==> images/layer_met1.png <==
Drawn at 6 px/µm.
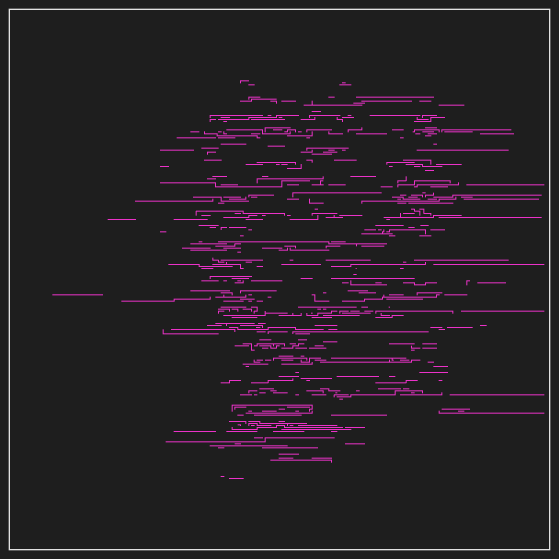
==> images/placement_by_type.png <==
Drawn at 4 px/µm.
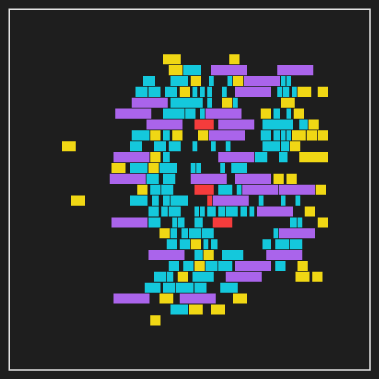
==> images/sizes.png <==
Drawn at 4 px/µm.
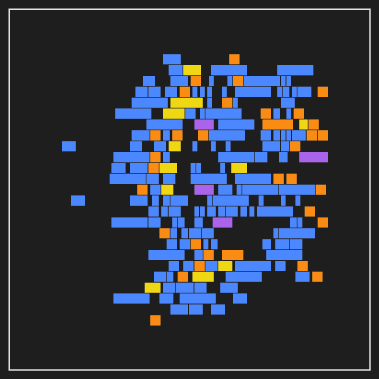
==> images/congestion.png <==
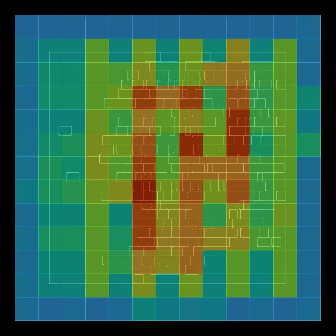
$ cat src/rtl/sum_accumulator.sv
// ---------------------------------------------------------------------------
// sum_accumulator
//
// Reduces a stream of unsigned adder results into burst totals. BEATS
// consecutive sums accepted on the input handshake are added into a wide
// accumulator. The total is then presented on the output handshake and held
// until it is taken, after which the next burst starts.
//
// Parameters
//   DATA_WIDTH : operand width of the upstream adder (din is DATA_WIDTH+1 bits)
//   BEATS      : sums per burst, >= 1
//   ACC_WIDTH  : accumulator / dout width, wide enough that a burst never wraps
//
// Ports
//   clk        : rising-edge clock
//   resetn     : asynchronous active-low reset
//   din        : unsigned sum from the adder
//   din_valid  : din is valid this cycle
//   din_ready  : block accepts din this cycle (collecting and no clr)
//   clr        : synchronous abort of a partial burst (ignored while holding)
//   dout       : burst total, unsigned; keeps its last value after hand-off
//   dout_valid : dout holds a completed total
//   dout_ready : consumer takes dout this cycle
//   beat_cnt   : sums accepted so far in the current burst
// ---------------------------------------------------------------------------
module sum_accumulator #(
   parameter int DATA_WIDTH = 8,
   parameter int BEATS      = 4,
   parameter int ACC_WIDTH  = DATA_WIDTH + 1 + ((BEATS > 1) ? $clog2(BEATS) : 1)
) (
   input  logic                         clk,
   input  logic                         resetn,
   input  logic [DATA_WIDTH:0]          din,
   input  logic                         din_valid,
   output logic                         din_ready,
   input  logic                         clr,
   output logic [ACC_WIDTH-1:0]         dout,
   output logic                         dout_valid,
   input  logic                         dout_ready,
   output logic [$clog2(BEATS+1)-1:0]   beat_cnt
);

   localparam int CNT_W = $clog2(BEATS + 1);
   localparam logic [CNT_W-1:0] LAST_BEAT = CNT_W'(BEATS - 1);

   typedef enum logic {
      ST_ACC  = 1'b0,   // collecting sums
      ST_HOLD = 1'b1    // presenting a completed total
   } state_t;

   state_t                state;
   state_t                state_next;
   logic [ACC_WIDTH-1:0]  acc;
   logic [ACC_WIDTH-1:0]  acc_next;
   logic [ACC_WIDTH-1:0]  dout_next;
   logic                  dout_valid_next;
   logic [CNT_W-1:0]      beat_cnt_next;
   logic [ACC_WIDTH-1:0]  sum;
   logic                  in_hs;
   logic                  last_beat;

   // clr blocks acceptance so an aborted beat is never half-consumed.
   assign din_ready = (state == ST_ACC) && !clr;
   assign in_hs     = din_valid && din_ready;
   assign last_beat = (beat_cnt == LAST_BEAT);
   assign sum       = acc + ACC_WIDTH'(din);

   // NOTE: sequential state uses non-blocking assignments so every register
   // samples the pre-edge values of the others, independent of block order.
   always_ff @(posedge clk or negedge resetn) begin
      if (!resetn) begin
         state <= ST_ACC;
      end else begin
         state <= state_next;
      end
   end

   always_ff @(posedge clk or negedge resetn) begin
      if (!resetn) begin
         acc        <= '0;
         dout       <= '0;
         dout_valid <= 1'b0;
         beat_cnt   <= '0;
      end else begin
         acc        <= acc_next;
         dout       <= dout_next;
         dout_valid <= dout_valid_next;
         beat_cnt   <= beat_cnt_next;
      end
   end

   // NOTE: every signal written here gets a hold default first, so no path
   // leaves one unassigned and no latch is inferred.
   always_comb begin
      state_next      = state;
      acc_next        = acc;
      dout_next       = dout;
      dout_valid_next = dout_valid;
      beat_cnt_next   = beat_cnt;

      case (state)
         ST_ACC: begin
            if (clr) begin
               acc_next      = '0;
               beat_cnt_next = '0;
            end else if (in_hs) begin
               if (last_beat) begin
                  // Final beat goes straight into dout; the accumulator is
                  // already clear for the next burst.
                  dout_next       = sum;
                  dout_valid_next = 1'b1;
                  state_next      = ST_HOLD;
                  acc_next        = '0;
                  beat_cnt_next   = '0;
               end else begin
                  acc_next      = sum;
                  beat_cnt_next = beat_cnt + 1'b1;
               end
            end
         end
         ST_HOLD: begin
            // clr is deliberately ignored here: a finished total is never lost.
            if (dout_ready) begin
               dout_valid_next = 1'b0;
               state_next      = ST_ACC;
            end
         end
      endcase
   end

endmodule

$ cat config.mk
export PLATFORM = sky130hd
export DESIGN_NAME = sum_accumulator
export DESIGN_NICKNAME = d
export VERILOG_FILES = /design/src/rtl/sum_accumulator.sv
export SDC_FILE = /design/constraint.sdc
export NUM_CORES = 1
export LEC_CHECK = 0
export CAP_MARGIN = 20
export CORE_MARGIN = 10
export CORE_UTILIZATION = 30
export DETAILED_ROUTE_END_ITERATION = 10
export GPL_ROUTABILITY_DRIVEN = 0
export HOLD_SLACK_MARGIN = 0.03
export SYNTH_ARGS = -nofsm -noshare
export SYNTH_HDL_FRONTEND = slang
export SYNTH_SLANG_ARGS = --single-unit
$ cat constraint.sdc
create_clock -name clk -period 2.4 [get_ports clk]
set_input_delay 0.6 -clock clk [delete_from_list [all_inputs] [get_ports clk]]
set_output_delay 0.6 -clock clk [all_outputs]
set_load 0.1 [all_outputs]
==> summary.txt <==
impl run done, here's what came out: Min Hold Slack 481 ps, share of layout cells above drive strength 1 26.2%, clk_lat worst skew between 200 and 300 ps, LEAKAGE 0.969 nW, worst path arrival time 2430 ps, area leader, netlist dfrtp_1, Yosys Chip Area 1460 µm², Overall Global Routing Usage under 10%, HPWL after detailed placement 2.83 mm, WHS Endpoint dout[5]$_DFFE_PN0P_, worst r2r dst dout[8]$_DFFE_PN0P_, boundary pin count 30, highest metal layer with signal wires met4, Reg area 676 µm², VDD IR-drop max 0.364 mV, number of enable flip-flop cells 0, Min-Delay Path Depth 2, Crit Reg-Reg Startpoint acc[0]$_DFFE_PN0P_, period utilisation layout 94.4%, clock buffer count 4, Pre-Place Util 31.0%, H-tree levels 1, via count between 1000 and 1500, Fillers 453, CP Launch Point din[1], R2R setup slack 280 ps, top-count cell post-synth nand2_1, critical path class primary input to flop, final wirelength 3.57 mm, Chip Width between 80 and 90 µm, # diodes 0, highest-count logic cell in the final layout buf_4, Critical Path End dout[8]$_DFFE_PN0P_, routed vias/inst 4.71, antenna violations before repair 0, num rows 25, Die H between 80 and 90 µm, WP buf/inv 1, postcts setup bufs 0, Setup-failing EPs final 0, Crit path required time 2560 ps, total power draw 1.64 mW, first-pass GRT wire length roughly 6.3 mm, status completed, Worst Reg-to-Reg Cells 7, RSZ-0062 raised after global routing false, Synth Register Bits 27, clock root buffer clkbuf_8, Resized Gates After CTS 1, Avg Inst Size Synth approximately 11 µm²
-- layer_met1.png (at the start) --
share of all routed wire	46%
longest straight run	22.5 µm
main direction	horizontal

-- placement_by_type.png (at the start) --
colour	class	cells
red	clock drivers and dummy loads	4
cyan	combinational and other logic	107
purple	sequential cells	27
yellow	remaining buffers and delay cells	45

-- sizes.png (at the start) --
colour	size	cells	share
yellow	_2 cells	11	6.0%
purple	_6 and larger	4	2.2%
blue	_0 and _1 cells	135	74%
orange	_3 and _4 cells	33	18%

-- congestion.png (at the start) --
Post-Route Utilization: 41.7%
met2 Track Usage GR: 14.8%

cell families after synthesis:
family | count (synthesis) | share of synthesized area (%)
multiplexers | 5 | 3.93
XOR/XNOR | 9 | 5.39
flip-flops | 27 | 46.2
AND/OR/NAND/NOR | 41 | 12.8
AND-OR/OR-AND | 39 | 20.1
buffers and inverters | 6 | 1.63
adder cells (fa/ha/maj) | 11 | 9.92
state kept, by name, summed over array words and instances, names as in the netlist:
register / flops
dout: 11
state: 1
acc: 11
dout_valid: 1
beat_cnt: 3
where the power goes:
part	internal, mW	leakage [nW]	switching [mW]
logic	0.250	0.581	0.562
registers	0.525	0.365	0.0444
clock network	0.119	0.0228	0.136
worst min-delay path: cells and delay by family (launching register included):
kind	cells	cell delay (ps)
flip-flops	1	350
AND/OR/NAND/NOR	2	100
Power figures rest on the tool's default switching activity, not on a simulated workload.
